## config.mk

```make
export PLATFORM = sky130hd
export DESIGN_NAME = async_reset_reg_pipe
export DESIGN_NICKNAME = d
export VERILOG_FILES = /design/src/rtl/async_reg_pipe_pkg.sv /design/src/rtl/async_reg_pipe_stage.sv /design/src/rtl/async_reset_reg_pipe.sv
export SDC_FILE = /design/constraint.sdc
export NUM_CORES = 1
export LEC_CHECK = 0
export CELL_PAD_IN_SITES_DETAIL_PLACEMENT = 1
export CELL_PAD_IN_SITES_GLOBAL_PLACEMENT = 1
export CORE_MARGIN = 5
export CORE_UTILIZATION = 37
export DETAILED_ROUTE_END_ITERATION = 7
export PLACE_DENSITY_LB_ADDON = 0.15
export SYNTH_ARGS = -nofsm -noshare
export SYNTH_HDL_FRONTEND = slang
export SYNTH_SLANG_ARGS = --single-unit
```

## constraint.sdc

```tcl
create_clock -name clk -period 1.6 [get_ports clk]
set_input_delay 0.4 -clock clk [delete_from_list [all_inputs] [get_ports clk]]
set_output_delay 0.4 -clock clk [all_outputs]
set_load 0.01 [all_outputs]
```

## src/rtl/async_reg_pipe_pkg.sv

```systemverilog
// Shared types and helpers for the async-reset elastic register pipeline.
// Consumers import async_reg_pipe_pkg::* for occupancy sizing and update decoding.
package async_reg_pipe_pkg;

    localparam int DEPTH_MIN = 1;

    typedef enum logic [1:0] {
        OCC_HOLD,
        OCC_INC,
        OCC_DEC,
        OCC_CLR
    } occ_op_e;

    function automatic int occ_w(input int depth);
        return $clog2(depth + 1);
    endfunction

    // Clear dominates; simultaneous in and out transfers cancel.
    function automatic occ_op_e occ_op(input logic in_xfer, input logic out_xfer, input logic clr);
        if (clr) begin
            return OCC_CLR;
        end
        if (in_xfer && !out_xfer) begin
            return OCC_INC;
        end
        if (out_xfer && !in_xfer) begin
            return OCC_DEC;
        end
        return OCC_HOLD;
    endfunction

endpackage

```

## src/rtl/async_reg_pipe_stage.sv

```systemverilog
// One valid/data register pair of the elastic pipeline, asynchronously reset to INIT_VAL.
// The stage accepts whenever it is empty or its own content is moving downstream.
module async_reg_pipe_stage #(
    parameter int                    DATA_WIDTH = 8,
    parameter logic [DATA_WIDTH-1:0] INIT_VAL   = '0
) (
    input  logic                  clk,
    input  logic                  rst_n,
    input  logic                  clr,
    input  logic                  vld_in,
    input  logic [DATA_WIDTH-1:0] dat_in,
    input  logic                  rdy_in,
    output logic                  rdy_out,
    output logic                  vld_out,
    output logic [DATA_WIDTH-1:0] dat_out
);

    logic                  vld_q;
    logic                  vld_d;
    logic [DATA_WIDTH-1:0] dat_q;
    logic [DATA_WIDTH-1:0] dat_d;

    assign rdy_out = ~vld_q | rdy_in;
    assign vld_out = vld_q;
    assign dat_out = dat_q;

    // A bubble passing through leaves the data register untouched.
    always_comb begin
        vld_d = vld_q;
        dat_d = dat_q;
        if (clr) begin
            vld_d = 1'b0;
        end else if (rdy_out) begin
            vld_d = vld_in;
            if (vld_in) begin
                dat_d = dat_in;
            end
        end
    end

    always_ff @(posedge clk or negedge rst_n) begin
        if (!rst_n) begin
            vld_q <= 1'b0;
            dat_q <= INIT_VAL;
        end else begin
            vld_q <= vld_d;
            dat_q <= dat_d;
        end
    end

endmodule

```

## src/rtl/async_reset_reg_pipe.sv

```systemverilog
// Bubble-collapsing valid/ready register pipeline of DEPTH stages with async active-low reset.
// Optional synchronous flush port enabled by defining ASYNC_REG_PIPE_FLUSH_EN.
module async_reset_reg_pipe
    import async_reg_pipe_pkg::*;
#(
    parameter int                    DATA_WIDTH = 8,
    parameter int                    DEPTH      = 2,
    parameter logic [DATA_WIDTH-1:0] INIT_VAL   = '0
) (
    input  logic                     clk,
    input  logic                     rst_n,
    input  logic [DATA_WIDTH-1:0]    din,
    input  logic                     din_vld,
    output logic                     din_rd,
    output logic [DATA_WIDTH-1:0]    dout,
    output logic                     dout_vld,
    input  logic                     dout_rd,
    output logic [occ_w(DEPTH)-1:0]  occupancy
`ifdef ASYNC_REG_PIPE_FLUSH_EN
    ,
    input  logic                     flush
`endif
);

    localparam int OW = occ_w(DEPTH);

    // Index i of each chain is the input side of stage i; index DEPTH is the pipe output.
    logic                  rdy       [DEPTH+1];
    logic                  vld_chain [DEPTH+1];
    logic [DATA_WIDTH-1:0] dat_chain [DEPTH+1];

    logic          clr;
    logic          in_xfer;
    logic          out_xfer;
    logic [OW-1:0] occ_q;
    logic [OW-1:0] occ_d;

`ifdef ASYNC_REG_PIPE_FLUSH_EN
    assign clr = flush;
`else
    assign clr = 1'b0;
`endif

    assign rdy[DEPTH]    = dout_rd;
    assign vld_chain[0]  = din_vld;
    assign dat_chain[0]  = din;

    for (genvar gi = 0; gi < DEPTH; gi++) begin : g_stage
        async_reg_pipe_stage #(
            .DATA_WIDTH (DATA_WIDTH),
            .INIT_VAL   (INIT_VAL)
        ) u_stage (
            .clk     (clk),
            .rst_n   (rst_n),
            .clr     (clr),
            .vld_in  (vld_chain[gi]),
            .dat_in  (dat_chain[gi]),
            .rdy_in  (rdy[gi+1]),
            .rdy_out (rdy[gi]),
            .vld_out (vld_chain[gi+1]),
            .dat_out (dat_chain[gi+1])
        );
    end

    assign din_rd   = rdy[0] & ~clr;
    assign dout     = dat_chain[DEPTH];
    assign dout_vld = vld_chain[DEPTH];

    assign in_xfer  = din_vld & din_rd;
    assign out_xfer = dout_vld & dout_rd;

    always_comb begin
        occ_d = occ_q;
        case (occ_op(in_xfer, out_xfer, clr))
            OCC_CLR: occ_d = '0;
            OCC_INC: occ_d = occ_q + OW'(1);
            OCC_DEC: occ_d = occ_q - OW'(1);
            default: occ_d = occ_q;
        endcase
    end

    always_ff @(posedge clk or negedge rst_n) begin
        if (!rst_n) begin
            occ_q <= '0;
        end else begin
            occ_q <= occ_d;
        end
    end

    assign occupancy = occ_q;

endmodule

```

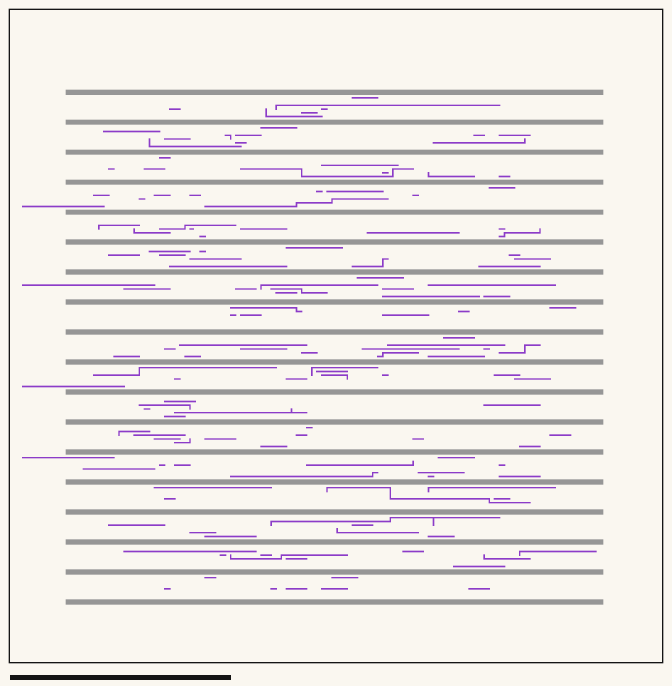
**Above:** run 1 (met1 routing).
The bar under the picture is 20 um long. Supply wires on this layer in grey.
The layer carries 647 um of wire. 78 nets have wire on it. The longest straight run is 20.2 um.

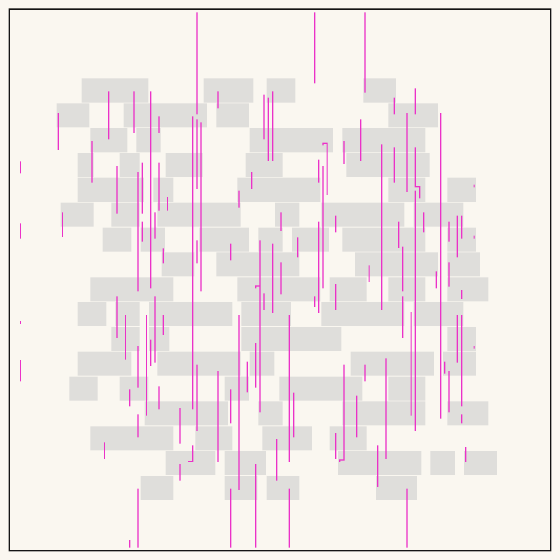
**Above:** run 1 (signal wires on met2).
Cells faint in the background.
The layer holds 45% of the routed length. 91 nets have wire on it.

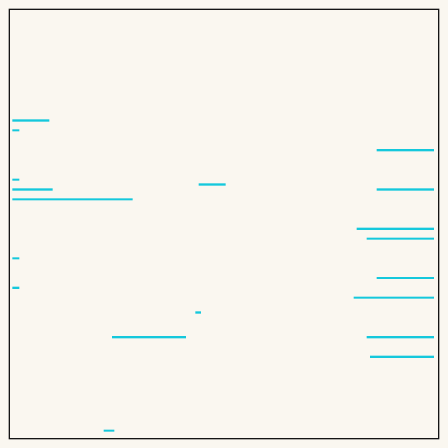
**Above:** run 1 (metal 3).
The wires run mostly horizontal. The layer holds 8.0% of the routed length.
drt total wl: 1.43 mm
routed via count: 496
met3 Resource Use GR: 2.83%

==> flow_metrics.tcl, run 1 <==
# collected from the flow reports
set metrics [dict create \
    status "completed" \
    rsz0062_at_grt "no" \
    p_leak_uw 0.000585 \
    grt_use_met2_pct 14.8 \
    crit_path_cell_trace "clkdlybuf4s50_1 -> nand3b_4 -> buf_2" \
    clk_share_pct 4.31 \
    worst_ep_required_time_ns 1.20 \
    topCellsByArea "dfrtp_1, mux2_4, mux2_2" \
    sw_frac_of_total_pct 24.9 \
    cts_root_buf "clkbuf_4" \
    grt_pass1_vias 515 \
    fin_crit_ns 1.55 \
    ys_sh_aoi_pct 0 \
    cts_tree "done" \
    grt-ovfl-total 0 \
    dominant_cells "flip-flops and latches" \
    synth_top_area_share_pct 56.0 \
    clockBufferDepth 2 \
    setup_viol 0 \
    tap_cells 28 \
    place.port_buffers 23 \
    p_per_area_nw_per_um2 1270 \
    largest_reg_flops 16 \
    layoutNonFillerInstCount 109 \
    relSlewSlack_pct 83.5 \
    synth.most_common_cell "dfrtp_1" \
    clock_latency_ns 0.30 \
    netlist_area_um2 893 \
    fp_util_pct 39.6 \
    cp.arrival_ns 1.15 \
    num_io_pins 24 \
    antenna_found_initial 0 \
    wl_met3_um 114 \
    p_switching_uw 384 \
    yosys.area_share.adder_pct 1.40 \
    grt_pass1_wl_mm 2.44 \
    crit_path_end_kind "output pin" \
    fin_nets 95 \
    top_cells_by_count "dfrtp_1, buf_4, mux2_4" \
    wl_met1_um 646 \
    dp.cells 103 \
    nNonClkInverters 0 \
    startpoint_type "input pin" \
    place_ws_ns -0.361 \
    seq_power_uw 677 \
    avgViaCountPerCell 4.55 \
    routedWlPerCell_um 13.1 \
    seq_share_pct 41.1 \
    holdBufCountCts 0 \
    setup_tns_ns 0 \
    yosysTopAreaCell "dfrtp_1" \
    ys_seq_share_pct 56.0 \
    cts_made_buffers 3 \
    clkbuf_count 3 \
    ff_type "dfrtp_1" \
    gp_congestion 0.617 \
    wl_met2_um 637 \
    die_w_um 59.1 \
    cpMaxStageDelayCell "clkdlybuf4s50_1" \
    buffers_excl_clock 29 \
    placed_cell_area_um2 1130 \
    first_pass_iters 2 \
    ys_warn_count 0 \
    ys_async_sr_fraction_pct 100 \
    fin_crit_sh_pct 96.6 \
    ant_nets 0 \
    logic_area_um2 355 \
    fillCellCount 227 \
    hold_ws_ns 0.426 \
    die.size.y_um 59.1 \
    simple_gate_share_pct 9.38 \
    use_met1_pct 11.8 \
    xor_share_pct 2.94 \
    fp_nets 69 \
    clkSinkCount 20 \
    layout_top_cell "dfrtp_1" \
    post-cts-setup-buffer-count 2 \
    enable_flop_cells 0 \
    bufAreaShareNonClock_pct 22.6 \
    flops 20 \
    mux_area_share_pct 23.5 \
    seq_power_share_pct 43.9 \
    routed.top_layer "met4" \
    finalPower_uw 1540 \
    coreArea_um2 2250 \
    yosysUniqueCellTypes 16 \
    hp-class "input pin to async pin" \
    drc 0 \
    nMultiInputCombCells 28 \
    ctsHtreeMaxLevel 1 \
    fp-row-count 17 \
    clock_skew_ns 0.0121 \
    cp.buffers_inverters 2 \
    lay_top_cells "dfrtp_1, clkdlybuf4s50_1, mux2_4" \
    area_growth_pct 36.4 \
    hold_violations 0 \
    powerClk_uw 402 \
    r2r_end "occupancy[1]" \
    fin_util_pct 54.1 \
    busiest_layer "met2" \
    yosys_area_um2 893 \
    drv_cap 0 \
    path_class "input pin to output pin" \
    antenna_cells 0 \
    ys.flops 20 \
    grt.total_usage_pct 9.49 \
    worstSetupEndpoint "din_rd" \
    regArea_um2 500 \
    drtIter0Drc 3 \
    avgSynthCellArea_um2 16.0 \
    power-top-group "sequential cells" \
    cp_slowest_stage_delay_ns 0.48 \
    drive_gt1_share_pct 40.7 \
    final_max_slew_viol_count 0 \
    clk_pin_slew_ns 0.12 \
    clockPowerShare_pct 26.0 \
    post_cts_resized 14 \
    chip_area_um2 3500 \
    max_slew.worst_pin.slew_ns 0.248 \
    cp_max_fo 3 \
    final_cell_area_um2 1220 \
    warning_count 26 \
    r2r_cells 8 \
    rrSetupSlack_ns 0.17 \
]
## Run 2: what changed since run 1
--- a/config.mk
+++ b/config.mk
@@ -11,6 +11,7 @@
 export CORE_UTILIZATION = 37
 export DETAILED_ROUTE_END_ITERATION = 7
 export PLACE_DENSITY_LB_ADDON = 0.15
+export SETUP_SLACK_MARGIN = 0.5
 export SYNTH_ARGS = -nofsm -noshare
 export SYNTH_HDL_FRONTEND = slang
 export SYNTH_SLANG_ARGS = --single-unit
==> flow_metrics.tcl, run 2 <==
# collected from the flow reports
set metrics [dict create \
    ys.flops 20 \
    largest_reg_flops 16 \
    worstSetupEndpoint "din_rd" \
    sw_frac_of_total_pct 27.2 \
    max_slew.worst_pin.slew_ns 0.242 \
    path_class "flop to output pin" \
    dp.cells 104 \
    clockBufferDepth 2 \
    rrSetupSlack_ns 0.19 \
    grt_pass1_vias 585 \
    buffers_excl_clock 38 \
    layoutNonFillerInstCount 118 \
    clk_share_pct 2.87 \
    drive_gt1_share_pct 61.1 \
    area_growth_pct 41.5 \
    p_per_area_nw_per_um2 1220 \
    wl_met1_um 750 \
    use_met1_pct 13.1 \
    ys_async_sr_fraction_pct 100 \
    cts_made_buffers 3 \
    fp_nets 69 \
    powerClk_uw 285 \
    rsz0062_at_grt "yes" \
    chip_area_um2 3500 \
    drc 0 \
    hp-class "input pin to async pin" \
    placed_cell_area_um2 1190 \
    flops 20 \
    grt_use_met2_pct 16.9 \
    met3_usage_pct 2.83 \
    layout_top_cell "dfrtp_1" \
    clkSinkCount 20 \
    bufAreaShareNonClock_pct 24.1 \
    crit_path_cell_trace "buf_6 -> nand3b_4 -> buf_6" \
    final_max_slew_viol_count 0 \
    ys_seq_share_pct 56.0 \
    status "completed" \
    fillCellCount 240 \
    lay_top_cells "dfrtp_1, mux2_4, buf_4" \
    yosysUniqueCellTypes 16 \
    xor_share_pct 2.94 \
    topCellsByArea "dfrtp_1, mux2_4, mux2_2" \
    startpoint_type "flop" \
    fin_crit_sh_pct 89.4 \
    seq_power_uw 681 \
    cp.arrival_ns 1.03 \
    fin_nets 104 \
    tap_cells 28 \
    hold_ws_ns 0.434 \
    cp_max_fo 3 \
    num_io_pins 24 \
    post-cts-setup-buffer-count 6 \
    fp_util_pct 39.6 \
    drtIter0Drc 4 \
    cts_tree "done" \
    holdBufCountCts 0 \
    synth.most_common_cell "dfrtp_1" \
    mux_area_share_pct 23.5 \
    grt_pass1_wl_mm 2.68 \
    ys_warn_count 0 \
    netlist_area_um2 893 \
    cp_slowest_stage_delay_ns 0.44 \
    grt.total_usage_pct 10.6 \
    antenna_found_initial 0 \
    cts_root_buf "clkbuf_4" \
    r2r_end "occupancy[1]" \
]
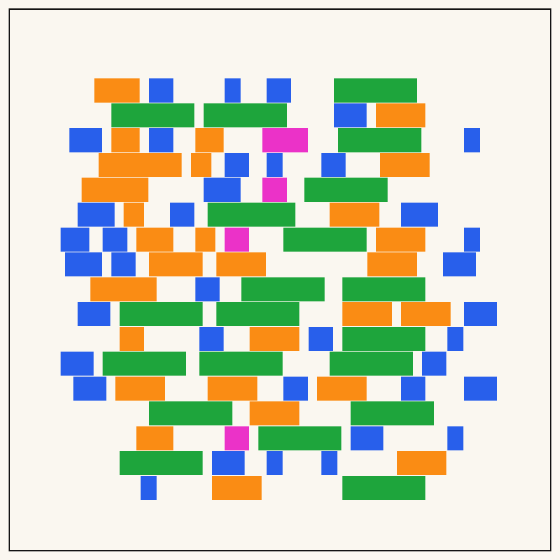
**Above:** run 2 (placement by cell class).
clock drivers and dummy loads: in magenta, cells 4, share of their area 3.0%. remaining buffers and delay cells: in blue, cells 38, share of their area 25%. remaining logic cells: in orange, cells 28, share of their area 31%. sequential cells: in green, cells 20, share of their area 41%.
Final Cell Area: 1260 um2
sequential cell area share: 39.7%
Finished Core Util: 56.0%
Site Rows: 17

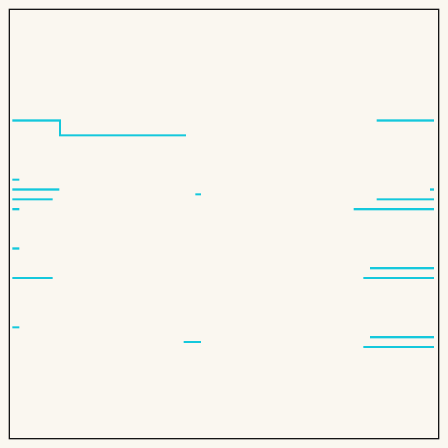
**Above:** run 2 (metal 3).
The wires run mostly horizontal. The layer carries 110 um of wire. The longest straight run is 17.2 um. 17 nets have wire on it.
drt total wl: 1.67 mm
routed via count: 529

## Run 3: what changed since run 2
--- a/config.mk
+++ b/config.mk
@@ -8,10 +8,12 @@
 export CELL_PAD_IN_SITES_DETAIL_PLACEMENT = 1
 export CELL_PAD_IN_SITES_GLOBAL_PLACEMENT = 1
 export CORE_MARGIN = 5
-export CORE_UTILIZATION = 37
+export CORE_UTILIZATION = 36
 export DETAILED_ROUTE_END_ITERATION = 7
 export PLACE_DENSITY_LB_ADDON = 0.15
 export SETUP_SLACK_MARGIN = 0.5
+export SKIP_CTS_REPAIR_TIMING = 1
 export SYNTH_ARGS = -nofsm -noshare
 export SYNTH_HDL_FRONTEND = slang
+export SYNTH_HIERARCHICAL = 1
 export SYNTH_SLANG_ARGS = --single-unit
==> flow_metrics.tcl, run 3 <==
# collected from the flow reports
set metrics [dict create \
    netlist_area_um2 825 \
    clockBufferDepth 2 \
    cp_max_fo 3 \
    met3_usage_pct 3.34 \
    p_leak_uw 0.000658 \
    clkbuf_count 4 \
    clock_skew_ns 0.0135 \
    enable_flop_cells 0 \
    warning_count 28 \
    grt_pass1_wl_mm 2.83 \
    die.size.y_um 57.9 \
    topCellsByArea "dfrtp_1, mux2_2, nor3b_4" \
    grt_pass1_vias 623 \
    wl_met1_um 759 \
    cts_made_buffers 3 \
    cp.arrival_ns 1.79 \
    fp-row-count 17 \
    cp.buffers_inverters 3 \
    area_growth_pct 62.5 \
    synth_top_area_share_pct 60.7 \
    clock_latency_ns 0.30 \
    yosys_area_um2 825 \
    startpoint_type "flop" \
    setup_viol 7 \
    nNonClkInverters 2 \
    cts_tree "done" \
    buffers_excl_clock 43 \
    ant_nets 0 \
    ys_seq_share_pct 60.7 \
    avgViaCountPerCell 4.38 \
    fp_util_pct 37.6 \
    wl_met2_um 974 \
    hold_violations 0 \
    clk_share_pct 2.71 \
    drtIter0Drc 2 \
    fmax_ghz 0.621 \
    seq_power_share_pct 44.1 \
    clk_pin_slew_ns 0.12 \
    seq_power_uw 695 \
    final_max_slew_viol_count 0 \
    power-top-group "sequential cells" \
    setup_tns_ns -0.0357 \
    fin_crit_ns 1.61 \
    chip_area_um2 3350 \
    ctsHtreeMaxLevel 1 \
    drc 0 \
    ys_async_sr_fraction_pct 100 \
    hp-class "input pin to async pin" \
    nMultiInputCombCells 35 \
    use_met1_pct 12.3 \
    simple_gate_share_pct 11.4 \
    dp.cells 116 \
    rrSetupSlack_ns -0.01 \
    cpMaxStageDelayCell "dfrtp_1" \
    r2r_end "g_stage[0].u_stage/dat_out[2]" \
    yosysTopAreaCell "dfrtp_1" \
    layoutNonFillerInstCount 132 \
    place_ws_ns -0.480 \
    top_cells_by_count "dfrtp_1, mux2_2, nor2_1" \
    die_w_um 57.9 \
    sw_frac_of_total_pct 26.9 \
    place.port_buffers 23 \
    cts_root_buf "clkbuf_4" \
    drive_gt1_share_pct 59.6 \
    avgSynthCellArea_um2 15.3 \
    crit_path_end_kind "flop" \
    clkSinkCount 20 \
    antenna_cells 0 \
    tap_cells 28 \
    violations "negative setup slack" \
    fin_nets 118 \
    antenna_found_initial 0 \
    worstSetupEndpoint "g_stage[0].u_stage/dat_out[2]" \
    p_switching_uw 424 \
    drv_cap 0 \
    coreArea_um2 2190 \
    fillCellCount 221 \
    path_class "flop to flop" \
    flops 20 \
    synth.most_common_cell "dfrtp_1" \
    bufAreaShareNonClock_pct 26.5 \
    wl_met3_um 80 \
    grt-ovfl-total 0 \
    ys_sh_aoi_pct 0 \
    grt.total_usage_pct 11.1 \
    layout_top_cell "dfrtp_1" \
    yosysUniqueCellTypes 12 \
    r2r_cells 7 \
    gp_congestion 0.608 \
    hold_ws_ns 0.426 \
    busiest_layer "met2" \
    placed_cell_area_um2 1190 \
    lay_top_cells "dfrtp_1, buf_4, mux2_4" \
    layout_setup_ws_ns -0.0101 \
    ys_warn_count 6 \
    status "finished with violations" \
    seq_share_pct 37.3 \
    regArea_um2 500 \
    worst_ep_required_time_ns 1.78 \
    ys.flops 20 \
    largest_reg_flops 16 \
    rsz0062_at_grt "yes" \
    cp_slowest_stage_delay_ns 0.41 \
    num_io_pins 24 \
    finalPower_uw 1580 \
    crit_family "simple AND/OR/NAND/NOR gates" \
    crit_path_cell_trace "nor2b_4 -> inv_2 -> nor2b_4 -> buf_6 -> nor3b_4 -> buf_4 -> mux2_2" \
    first_pass_iters 2 \
    final_cell_area_um2 1340 \
]
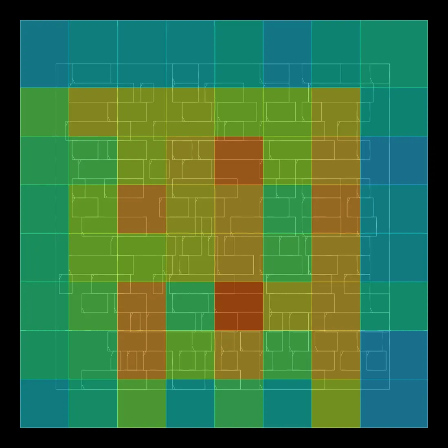
**Above:** run 3 (routing congestion map).
Finished Core Util: 61.2%
grt met2 use: 19.4%
WL/cell: 13.9 um

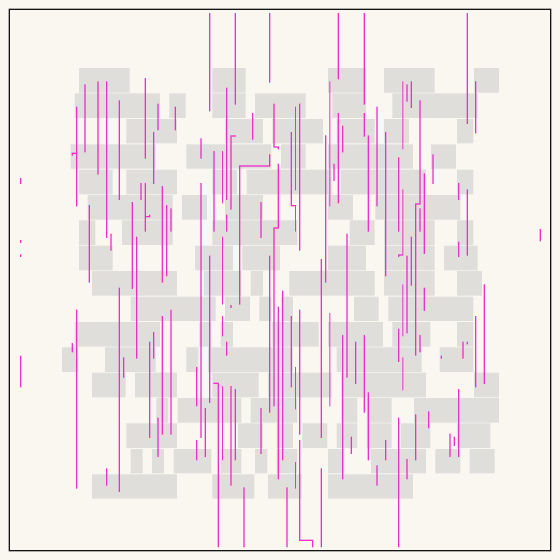
**Above:** run 3 (signal wires on met2).
Cells faint in the background.
The layer holds 53% of the routed length. The wires run mostly vertical.
drt total wl: 1.83 mm
routed via count: 578

No activity file was given, so power comes from the tool's default toggle rates.
